--- config.mk ---
export PLATFORM = sky130hd
export DESIGN_NAME = rmw_mem_arbiter_flat
export DESIGN_NICKNAME = d
export VERILOG_FILES = /design/src/rtl/rmw_mem_pkg.sv /design/src/rtl/rmw_mem_arbiter_if.sv /design/src/rtl/rmw_mem_arbiter_rr.sv /design/src/rtl/rmw_mem_arbiter.sv /design/src/flat_wrapper.sv
export SDC_FILE = /design/constraint.sdc
export NUM_CORES = 1
export LEC_CHECK = 0
export CORE_MARGIN = 10
export CORE_UTILIZATION = 43
export CTS_CLUSTER_DIAMETER = 200
export DETAILED_ROUTE_END_ITERATION = 8
export PLACE_DENSITY_LB_ADDON = 0.12
export SETUP_SLACK_MARGIN = 0.5
export SLEW_MARGIN = 20
export SYNTH_ARGS = -nofsm -noshare
export SYNTH_HDL_FRONTEND = slang
export SYNTH_SLANG_ARGS = --single-unit
export TNS_END_PERCENT = 30
--- constraint.sdc ---
create_clock -name clk -period 4.3 [get_ports clk]
set_clock_uncertainty 0.1 [all_clocks]
set_input_delay 0.645 -clock clk [delete_from_list [all_inputs] [get_ports clk]]
set_output_delay 0.645 -clock clk [all_outputs]
set_load 0.02 [all_outputs]
--- src/rtl/rmw_mem_pkg.sv ---
// Shared definitions for the read-modify-write memory arbiter: operation
// encodings, controller states and default geometry.
package rmw_mem_pkg;

  localparam int DEFAULT_DEPTH  = 8;
  localparam int DEFAULT_WIDTH  = 32;
  localparam int DEFAULT_ADDR_W = 3;

  typedef enum logic [1:0] {
    OP_READ  = 2'd0,
    OP_WRITE = 2'd1,
    OP_INC   = 2'd2,
    OP_SWAP  = 2'd3
  } op_e;

  typedef enum logic {
    INIT = 1'b0,
    RUN  = 1'b1
  } state_e;

  // True for every operation that updates the addressed entry.
  function automatic logic op_writes(op_e op);
    return op != OP_READ;
  endfunction

endpackage

--- src/rtl/rmw_mem_arbiter_if.sv ---
// Request/response bundle for both requesters plus the busy flag.
// The master side is the requester pair; the slave side is the arbiter.
interface rmw_mem_arbiter_if #(
  parameter int WIDTH = rmw_mem_pkg::DEFAULT_WIDTH
);
  import rmw_mem_pkg::*;

  logic             io_req0_valid;
  logic             io_req0_ready;
  logic [1:0]       io_req0_op;
  logic [31:0]      io_req0_addr;
  logic [WIDTH-1:0] io_req0_wdata;
  logic             io_resp0_valid;
  logic [WIDTH-1:0] io_resp0_data;

  logic             io_req1_valid;
  logic             io_req1_ready;
  logic [1:0]       io_req1_op;
  logic [31:0]      io_req1_addr;
  logic [WIDTH-1:0] io_req1_wdata;
  logic             io_resp1_valid;
  logic [WIDTH-1:0] io_resp1_data;

  logic             io_busy;

  modport master (
    output io_req0_valid, io_req0_op, io_req0_addr, io_req0_wdata,
    output io_req1_valid, io_req1_op, io_req1_addr, io_req1_wdata,
    input  io_req0_ready, io_resp0_valid, io_resp0_data,
    input  io_req1_ready, io_resp1_valid, io_resp1_data,
    input  io_busy
  );

  modport slave (
    input  io_req0_valid, io_req0_op, io_req0_addr, io_req0_wdata,
    input  io_req1_valid, io_req1_op, io_req1_addr, io_req1_wdata,
    output io_req0_ready, io_resp0_valid, io_resp0_data,
    output io_req1_ready, io_resp1_valid, io_resp1_data,
    output io_busy
  );

endinterface

--- src/rtl/rmw_mem_arbiter_rr.sv ---
// Two-way round-robin arbiter: one-hot grant from the request vector and a
// priority pointer that flips to the other requester after each grant.
module rr_arbiter2 (
  input  logic       clk,
  input  logic       reset,
  input  logic [1:0] req,
  input  logic       en,
  input  logic       advance,
  output logic [1:0] grant,
  output logic       ptr
);

  logic ptr_q, ptr_d;

  always_comb begin
    // NOTE: every output of a combinational block gets a default first so no path leaves it unassigned and a latch is never inferred.
    grant = 2'b00;
    ptr_d = ptr_q;
    if (en) begin
      case (req)
        2'b01:   grant = 2'b01;
        2'b10:   grant = 2'b10;
        2'b11:   grant = ptr_q ? 2'b10 : 2'b01;
        default: grant = 2'b00;
      endcase
    end
    // A grant to requester 0 hands priority to 1 and vice versa.
    if (advance && (grant != 2'b00)) begin
      ptr_d = grant[0];
    end
  end

  always_ff @(posedge clk) begin
    // NOTE: state registers use non-blocking assignment so every flop samples pre-edge values regardless of block ordering.
    if (reset) begin
      ptr_q <= 1'b0;
    end else begin
      ptr_q <= ptr_d;
    end
  end

  assign ptr = ptr_q;

endmodule

--- src/rtl/rmw_mem_arbiter.sv ---
// Atomic read/write/increment/swap memory shared by two requesters.
// Clears every entry after reset, then arbitrates round-robin, one op per cycle.
module rmw_mem_arbiter
  import rmw_mem_pkg::*;
#(
  parameter int DEPTH  = DEFAULT_DEPTH,
  parameter int WIDTH  = DEFAULT_WIDTH,
  parameter int ADDR_W = DEFAULT_ADDR_W
) (
  input  logic               clk,
  input  logic               reset,
  rmw_mem_arbiter_if.slave   bus
);

  state_e            state_q, state_d;
  logic [ADDR_W-1:0] idx_q, idx_d;
  logic [WIDTH-1:0]  mem_q [DEPTH];

  logic              resp0_valid_q, resp0_valid_d;
  logic              resp1_valid_q, resp1_valid_d;
  logic [WIDTH-1:0]  resp0_data_q, resp0_data_d;
  logic [WIDTH-1:0]  resp1_data_q, resp1_data_d;

  logic [1:0]        req;
  logic [1:0]        grant;
  logic              unused_ptr;
  logic              unused_addr_bits;

  op_e               op_sel;
  logic [31:0]       addr_sel;
  logic [WIDTH-1:0]  wdata_sel;
  logic [ADDR_W-1:0] entry;
  logic [WIDTH-1:0]  old_val;

  logic              wr_en;
  logic [ADDR_W-1:0] wr_addr;
  logic [WIDTH-1:0]  wr_data;

  assign req = {bus.io_req1_valid, bus.io_req0_valid};

  rr_arbiter2 u_arb (
    .clk     (clk),
    .reset   (reset),
    .req     (req),
    .en      (state_q == RUN),
    .advance (1'b1),
    .grant   (grant),
    .ptr     (unused_ptr)
  );

  // Only the low ADDR_W address bits select an entry.
  assign unused_addr_bits = ^{bus.io_req0_addr[31:ADDR_W], bus.io_req1_addr[31:ADDR_W]};

  assign op_sel    = grant[1] ? op_e'(bus.io_req1_op) : op_e'(bus.io_req0_op);
  assign addr_sel  = grant[1] ? bus.io_req1_addr  : bus.io_req0_addr;
  assign wdata_sel = grant[1] ? bus.io_req1_wdata : bus.io_req0_wdata;
  assign entry     = addr_sel[ADDR_W-1:0];
  assign old_val   = mem_q[entry];

  always_comb begin
    state_d = state_q;
    idx_d   = idx_q;
    wr_en   = 1'b0;
    wr_addr = entry;
    wr_data = wdata_sel;
    case (state_q)
      INIT: begin
        wr_en   = 1'b1;
        wr_addr = idx_q;
        wr_data = '0;
        idx_d   = idx_q + ADDR_W'(1);
        if (idx_q == ADDR_W'(DEPTH - 1)) begin
          state_d = RUN;
        end
      end
      RUN: begin
        if (grant != 2'b00) begin
          wr_en   = op_writes(op_sel);
          wr_data = (op_sel == OP_INC) ? old_val + WIDTH'(1) : wdata_sel;
        end
      end
      default: state_d = INIT;
    endcase
  end

  // Responses carry the pre-operation value and hold it between pulses.
  always_comb begin
    resp0_valid_d = grant[0];
    resp1_valid_d = grant[1];
    resp0_data_d  = grant[0] ? old_val : resp0_data_q;
    resp1_data_d  = grant[1] ? old_val : resp1_data_q;
  end

  always_ff @(posedge clk) begin
    if (reset) begin
      state_q       <= INIT;
      idx_q         <= '0;
      resp0_valid_q <= 1'b0;
      resp1_valid_q <= 1'b0;
      resp0_data_q  <= '0;
      resp1_data_q  <= '0;
    end else begin
      state_q       <= state_d;
      idx_q         <= idx_d;
      resp0_valid_q <= resp0_valid_d;
      resp1_valid_q <= resp1_valid_d;
      resp0_data_q  <= resp0_data_d;
      resp1_data_q  <= resp1_data_d;
    end
  end

  // NOTE: the array has no reset term; the INIT sweep clears it, which keeps it mappable to plain register-file storage.
  always_ff @(posedge clk) begin
    if (wr_en) begin
      mem_q[wr_addr] <= wr_data;
    end
  end

  assign bus.io_req0_ready  = grant[0];
  assign bus.io_req1_ready  = grant[1];
  assign bus.io_resp0_valid = resp0_valid_q;
  assign bus.io_resp1_valid = resp1_valid_q;
  assign bus.io_resp0_data  = resp0_data_q;
  assign bus.io_resp1_data  = resp1_data_q;
  assign bus.io_busy        = (state_q == INIT);

endmodule

--- src/flat_wrapper.sv ---
// flat-port wrapper written by rule: the top's interface ports become plain ports
module rmw_mem_arbiter_flat import rmw_mem_pkg::*;
#(
  parameter int DEPTH  = DEFAULT_DEPTH,
  parameter int WIDTH  = DEFAULT_WIDTH,
  parameter int ADDR_W = DEFAULT_ADDR_W
)
  (clk, reset, bus_io_req0_valid, bus_io_req0_op, bus_io_req0_addr, bus_io_req0_wdata, bus_io_req1_valid, bus_io_req1_op, bus_io_req1_addr, bus_io_req1_wdata, bus_io_req0_ready, bus_io_resp0_valid, bus_io_resp0_data, bus_io_req1_ready, bus_io_resp1_valid, bus_io_resp1_data, bus_io_busy);
  rmw_mem_arbiter_if #(.WIDTH(WIDTH)) bus_i ();
  input  logic clk;
  input  logic reset;
  input wire logic [$bits(bus_i.io_req0_valid)-1:0] bus_io_req0_valid;
  input wire logic [$bits(bus_i.io_req0_op)-1:0] bus_io_req0_op;
  input wire logic [$bits(bus_i.io_req0_addr)-1:0] bus_io_req0_addr;
  input wire logic [$bits(bus_i.io_req0_wdata)-1:0] bus_io_req0_wdata;
  input wire logic [$bits(bus_i.io_req1_valid)-1:0] bus_io_req1_valid;
  input wire logic [$bits(bus_i.io_req1_op)-1:0] bus_io_req1_op;
  input wire logic [$bits(bus_i.io_req1_addr)-1:0] bus_io_req1_addr;
  input wire logic [$bits(bus_i.io_req1_wdata)-1:0] bus_io_req1_wdata;
  output wire logic [$bits(bus_i.io_req0_ready)-1:0] bus_io_req0_ready;
  output wire logic [$bits(bus_i.io_resp0_valid)-1:0] bus_io_resp0_valid;
  output wire logic [$bits(bus_i.io_resp0_data)-1:0] bus_io_resp0_data;
  output wire logic [$bits(bus_i.io_req1_ready)-1:0] bus_io_req1_ready;
  output wire logic [$bits(bus_i.io_resp1_valid)-1:0] bus_io_resp1_valid;
  output wire logic [$bits(bus_i.io_resp1_data)-1:0] bus_io_resp1_data;
  output wire logic [$bits(bus_i.io_busy)-1:0] bus_io_busy;
  assign bus_i.io_req0_valid = bus_io_req0_valid;
  assign bus_i.io_req0_op = bus_io_req0_op;
  assign bus_i.io_req0_addr = bus_io_req0_addr;
  assign bus_i.io_req0_wdata = bus_io_req0_wdata;
  assign bus_i.io_req1_valid = bus_io_req1_valid;
  assign bus_i.io_req1_op = bus_io_req1_op;
  assign bus_i.io_req1_addr = bus_io_req1_addr;
  assign bus_i.io_req1_wdata = bus_io_req1_wdata;
  assign bus_io_req0_ready = bus_i.io_req0_ready;
  assign bus_io_resp0_valid = bus_i.io_resp0_valid;
  assign bus_io_resp0_data = bus_i.io_resp0_data;
  assign bus_io_req1_ready = bus_i.io_req1_ready;
  assign bus_io_resp1_valid = bus_i.io_resp1_valid;
  assign bus_io_resp1_data = bus_i.io_resp1_data;
  assign bus_io_busy = bus_i.io_busy;
  rmw_mem_arbiter #(.DEPTH(DEPTH), .WIDTH(WIDTH), .ADDR_W(ADDR_W)) u_core (.clk(clk), .reset(reset), .bus(bus_i));
endmodule
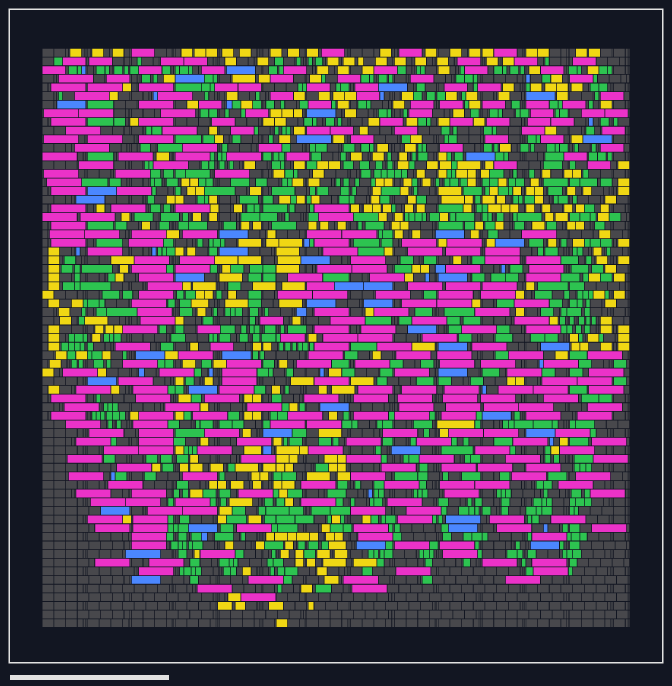
Run 1: placed cells, one color a class
Bar = 50 µm. Fill, decap, tap and diode cells in gray.
legend:
  yellow:
    class: remaining buffers and delay cells
    cells: 397
    share_of_their_area: 19%
  blue:
    class: clock drivers and dummy loads
    cells: 67
    share_of_their_area: 5.9%
  green:
    class: remaining logic cells
    cells: 778
    share_of_their_area: 30%
  magenta:
    class: sequential cells
    cells: 327
    share_of_their_area: 45%

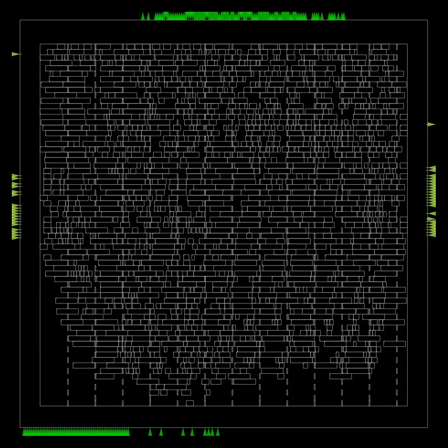
Run 1: placed standard cells
number of fill cells: 2604
area of the core: 33700 µm²
number of tap cells added at floorplan: 448

==> ds_physical_params.txt, run 1 <==
Summary of implementation characteristics

Parameter                              Value

Global route
  Maximum number of pins on one net before global-route repair .................. 66
  Global routing usage on met2 .................. 37.8%
  Number of antenna violations at the first check in global routing .................. 0
  Grt ovf .................. 0
  GR Layer Usage met1 .................. 28.5%
  Total track usage .................. 22.1%

Timing
  Total Negative Setup Slacks .................. 0 ns
  Setup violation total in the final timing report .................. 0
  Remaining max-slew budget at the tightest pin .................. 46.6%
  Shortest clock period the worst path allows after layout .................. 3.84 ns
  Count of final max-slew check failures .................. 0

Layout
  Antenna diodes .................. 2
  Fraction of the core area covered by cells at the end of the flow .................. 61.6%
  Final non-filler cell area .................. 20800 µm²
  Dominant logic cell types in the final layout .................. 256 x sky130_fd_sc_hd__edfxtp_1, 187 x sky130_fd_sc_hd__buf_4, 138 x sky130_fd_sc_hd__clkdlybuf4s50_1, 103 x sky130_fd_sc_hd__nand2_1, 94 x sky130_fd_sc_hd__nor2_1
  Clock buffer instance count of the final layout .................. 53
  Number of inverters outside the clock class in the layout .................. 11

Setup path
  Sort of element at the start of the critical path .................. primary input
  Chain of cells forming the critical path .................. clkdlybuf4s15_1 -> and2_4 -> buf_6 -> and3_4 -> buf_4 -> o22ai_2 -> buf_4 -> a211oi_1 -> or4_1 -> buf_6 -> nor3_1 -> nand4_1 -> buf_4 -> nor3_4 -> xor2_2 -> o22ai_2 -> buf_6
  Worst Reg2Reg Path Length in Cells .................. 16
  Worst reg2reg setup slack .................. 0.48 ns
  Critical path buffer and inverter count .................. 7
  Critical Path Max Stage Delay .................. 0.50 ns
  Type of element capturing the critical path .................. flop

Placed design
  Placed wire-length estimate after detailed placement .................. 32.9 mm

Floorplanning
  Standard-cell rows .................. 67
  Count of pins on the block boundary .................. 205

Hold path
  Startpoint of the lowest-slack hold path .................. u_core.bus.io_resp1_data[19]$_SDFFE_PP0N_
  Worst hold path class .................. flop to flop
  Worst Hold Path Cells .................. 2

Synth
  Post-Synthesis Cell Area .................. 14800 µm²
  Count of library flops with an enable pin .................. 256
  Post-synth top area share .................. 52.1%
  Net Count, Synth .................. 1330
  Cells after synthesis .................. 1191
  Yosys cell count .................. 1191
  Fraction of the yosys area taken by sequential cells .................. 61.7%
  Number of distinct library cell variants in the gate-level netlist after synthesis .................. 68
  Post-synthesis area per instance .................. 12.4 µm²

Status
  Result of the run .................. completed

Run
  Log Warnings .................. 86

Clock network
  Insertion Delay late pin .................. 0.52 ns
  Clock root buffer .................. sky130_fd_sc_hd__clkbuf_16
  Buffer depth of the longest clock path .................. 3
  TritonCTS buffer count .................. 37
  TritonCTS sink count .................. 327
  Clock slew at the register clock pins of the worst setup and hold paths .................. 0.06 ns

Routing
  DR top layer .................. met4
  DRT Pass-1 Iters .................. 7
  Via count .................. 11.5k
  Total length of routed met3 wires .................. 2.62 mm
  Post-Route M1 WL .................. 19.9 mm
  Total detailed-routing wirelength .................. 47.8 mm
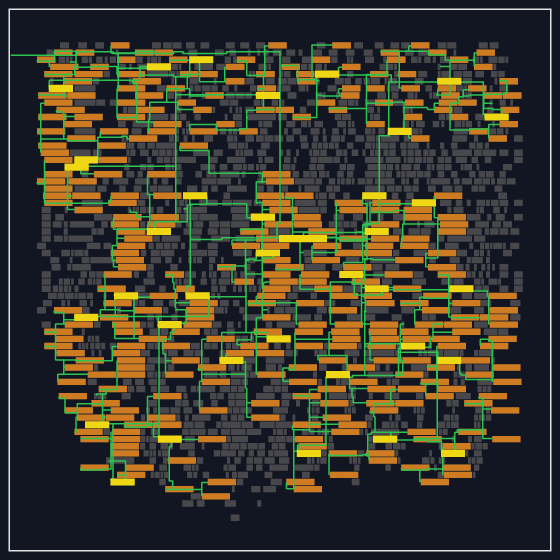
Run 1: clock wires, drivers and flops
legend:
  green:
    item: clock wires
    length: 4040 µm
  orange:
    item: flip-flops
    count: 327
  yellow:
    item: clock-net drivers
    count: 37
flops lie: all over the die
routed clock nets: 38

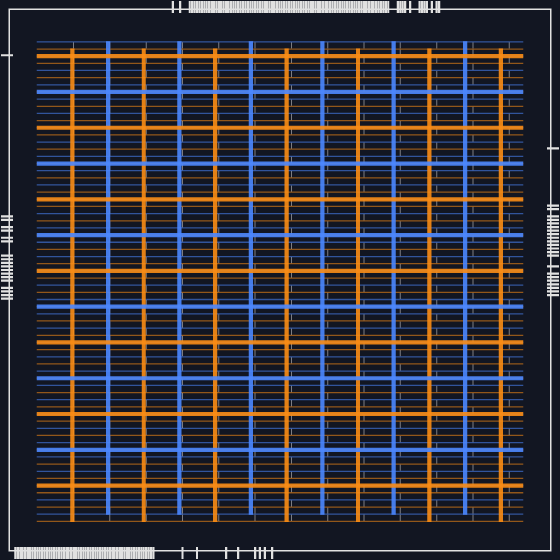
Run 1: power grid
Pins as bars on the die edge. Tap cells in gray.
legend:
  orange:
    net: VSS
  blue:
    net: VDD
met1 rails: 68
signal pins: 205
Chip Height: 205 µm
maximum ir drop on the vdd rail: 0.310 mV
die width: 205 µm

run 1: state kept, by name (all words and copies together) (netlist names):
signal and flops:
u_core.bus.io_resp1_valid 1, u_core.u_arb.ptr 1, u_core.bus.io_resp1_data 32, u_core.state_q 1, u_core.idx_q 3, u_core.bus.io_resp0_valid 1, u_core.bus.io_resp0_data 32, u_core.mem_q 256
run 1: where the power goes:
| part | internal, mW | switching (mW) |
|---|---|---|
| clock | 1.88 | 1.25 |
| combinational | 0.473 | 0.553 |
| sequential | 3.52 | 0.0305 |
run 1: cell families (layout without fill, tap and decap cells):
logic type,after synthesis,count (layout)
buffers and inverters,99,475
XOR/XNOR,28,28
AND-OR/OR-AND,309,310
other,0,2
flip-flops,327,327
multiplexers,73,73
adder cells (fa/ha/maj),3,3
AND/OR/NAND/NOR,352,353
## Run 2: what changed since run 1
--- a/config.mk
+++ b/config.mk
@@ -6,7 +6,7 @@
 export NUM_CORES = 1
 export LEC_CHECK = 0
 export CORE_MARGIN = 10
-export CORE_UTILIZATION = 43
+export CORE_UTILIZATION = 50
 export CTS_CLUSTER_DIAMETER = 200
 export DETAILED_ROUTE_END_ITERATION = 8
 export PLACE_DENSITY_LB_ADDON = 0.12
==> ds_physical_params.txt, run 2 <==
Summary of implementation characteristics

Parameter                              Value

Hold path
  Worst hold path class .................. flop to flop
  Startpoint of the lowest-slack hold path .................. u_core.bus.io_resp1_data[11]$_SDFFE_PP0N_
  Worst Hold Path Cells .................. 2 (unchanged)

Layout
  Final non-filler cell area .................. 20500 µm² (-1.1%)
  Fraction of the core area covered by cells at the end of the flow .................. 71.0% (+9.3 points)
  Antenna diodes .................. 0 (-2)
  Top register by number of flip-flops .................. u_core.mem_q
  Max FFs per register .................. 256 (unchanged)
  Number of fill cells .................. 1967 (-24%)
  Share of post-route cells with drive strength above 1 .................. 30.5%
  Dominant logic cell types in the final layout .................. 256 x sky130_fd_sc_hd__edfxtp_1, 213 x sky130_fd_sc_hd__buf_4, 138 x sky130_fd_sc_hd__clkdlybuf4s50_1, 104 x sky130_fd_sc_hd__nand2_1, 93 x sky130_fd_sc_hd__nor2_1

Global route
  Peak-usage layer in the global routing report .................. met2
  Maximum number of pins on one net before global-route repair .................. 66 (unchanged)
  Number of antenna violations at the first check in global routing .................. 1 (+1)
  Global routing usage on met2 .................. 41.4% (+3.6 points)
  Grt ovf .................. 0 (unchanged)
  GR Layer Usage met1 .................. 31.3% (+2.8 points)
  Total track usage .................. 24.5% (+2.4 points)

Floorplanning
  Overall die area .................. 36800 µm²
  Pre-Place Util .................. 51.0%
  Count of pins on the block boundary .................. 205 (unchanged)
  Standard-cell rows .................. 62 (-7.5%)
  Chip Height .................. 192 µm (-6.6%)
  Die width .................. 192 µm (-6.6%)

Run
  MaxCap Viol Count .................. 0
  Log Warnings .................. 87 (+1.2%)

Clock network
  TritonCTS buffer count .................. 35 (-5.4%)
  TritonCTS sink count .................. 327 (unchanged)
  H-tree level count .................. 2
  Insertion Delay late pin .................. 0.53 ns (about the same)
  Clock slew at the register clock pins of the worst setup and hold paths .................. 0.06 ns (about the same)
  Buffer depth of the longest clock path .................. 3 (unchanged)
  Clock root buffer .................. sky130_fd_sc_hd__clkbuf_16

Synth
  Yosys cell count .................. 1191 (unchanged)
  Fraction of the yosys area taken by sequential cells .................. 61.7% (unchanged)
  Xor/xnor share of the synthesized area .................. 1.66%
  Count of library flops with an enable pin .................. 256 (unchanged)
  Post-synthesis area per instance .................. 12.4 µm² (unchanged)
  Cells after synthesis .................. 1191 (unchanged)
  And+or+nand+nor area frac .................. 11.9%
  Number of distinct library cell variants in the gate-level netlist after synthesis .................. 68 (unchanged)
  Post-synth top area share .................. 52.1% (unchanged)
  Synthesis warning total .................. 0
  Net Count, Synth .................. 1330 (unchanged)
  Post-Synthesis Cell Area .................. 14800 µm² (unchanged)
  Library cell occupying the most area in the post-synthesis netlist .................. sky130_fd_sc_hd__edfxtp_1

Setup path
  Critical Path Max Stage Delay .................. 0.33 ns (-0.17 ns)
  Critical Path Slowest Stage Cell .................. sky130_fd_sc_hd__a32oi_1
  Type of element capturing the critical path .................. flop
  Worst path required time .................. 4.47 ns
  Worst reg2reg setup slack .................. 0.46 ns (-0.02 ns)
  Chain of cells forming the critical path .................. buf_2 -> buf_4 -> and2b_4 -> o21ai_4 -> buf_6 -> a211oi_4 -> buf_12 -> buf_4 -> buf_4 -> a32oi_1 -> o221ai_2 -> nor3_4 -> buf_4 -> nand2_2 -> buf_6 -> nor4_4 -> xor2_1 -> a21oi_2 -> buf_4
  Sort of element at the start of the critical path .................. primary input
  Worst setup path class .................. primary input to flop
  Worst Reg2Reg Path Length in Cells .................. 17 (+1)
  Critical path buffer and inverter count .................. 9 (+2)

Timing
  Total Negative Setup Slacks .................. 0 ns (unchanged)
  Count of final max-slew check failures .................. 0 (unchanged)
  Remaining max-slew budget at the tightest pin .................. 27.1% (-19 points)
  Shortest clock period the worst path allows after layout .................. 3.85 ns (+0.00838 ns)
  Setup repair after global routing missed its margin .................. yes
  Setup violation total in the final timing report .................. 0 (unchanged)
  Achievable Freq .................. 0.260 GHz

Placed design
  Placed Instances .................. 1846
  Placed wire-length estimate after detailed placement .................. 31.9 mm (-3.1%)

Power and ir drop
  Sequential power share .................. 47.7% (+1.6 points)
  Maximum ir drop on the vdd rail .................. 0.327 mV (+5.4%)
  Internal power of the cells .................. 5.66 mW (-3.7%)
  Clock network fraction of design power .................. 39.1% (-1.5 points)
  Reported net switching power .................. 1.78 mW (-2.5%)
  Part of the total power dissipated in combinational logic .................. 13.2% (about the same)
  Switching part of the total power .................. 24.0% (+0.22 points)

Routing
  Total length of routed met3 wires .................. 3.70 mm (+41%)
  DRT Pass-1 Iters .................. 5 (-2)
  DR top layer .................. met5
  Total detailed-routing wirelength .................. 46.7 mm (-2.3%)
  Via count .................. 11.8k (+2.2%)
  Post-Route M1 WL .................. 18.2 mm (-8.6%)

Status
  Result of the run .................. completed
-- run 2: final cells by class --
type	count	area [µm²]	area share, %
clock buffers	41	910	4.43
clock inverters	20	194	0.945
inverters	11	42.5	0.207
multi-input cells	766	5880	28.6
flip-flops and latches	327	9120	44.4
well taps	384	480	2.34
repair buffers	411	3910	19.0
-- run 2: power by group through the flow --
stage / combinational [mW] / sequential, mW / clock (mW)
3_3_place_gp: 0.849 / 3.61 / 0
6_report: 0.981 / 3.55 / 2.91
4_1_cts: 0.919 / 3.55 / 2.94
3_5_place_dp: 0.858 / 3.62 / 0
5_1_grt: 1.04 / 3.56 / 3.06
2_1_floorplan: 0.404 / 3.61 / 0
-- run 2: what timing repair did --
action	CTS	global route
pin swaps	25	38
setup endpoints to repair	214	208
gates resized	68	68
setup buffers	21	27
gates cloned	4	1
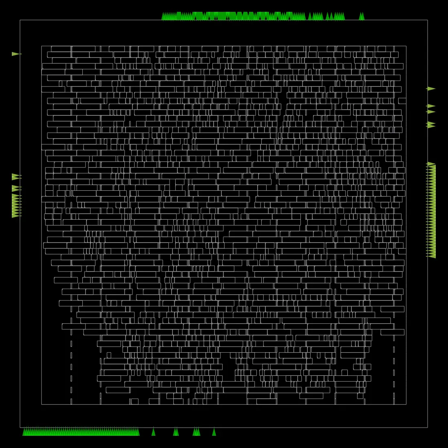
Run 2: placed standard cells
area of the core: 28900 µm²
Seq area share: 44.4%

Power figures rest on the tool's default switching activity, not on a simulated workload.
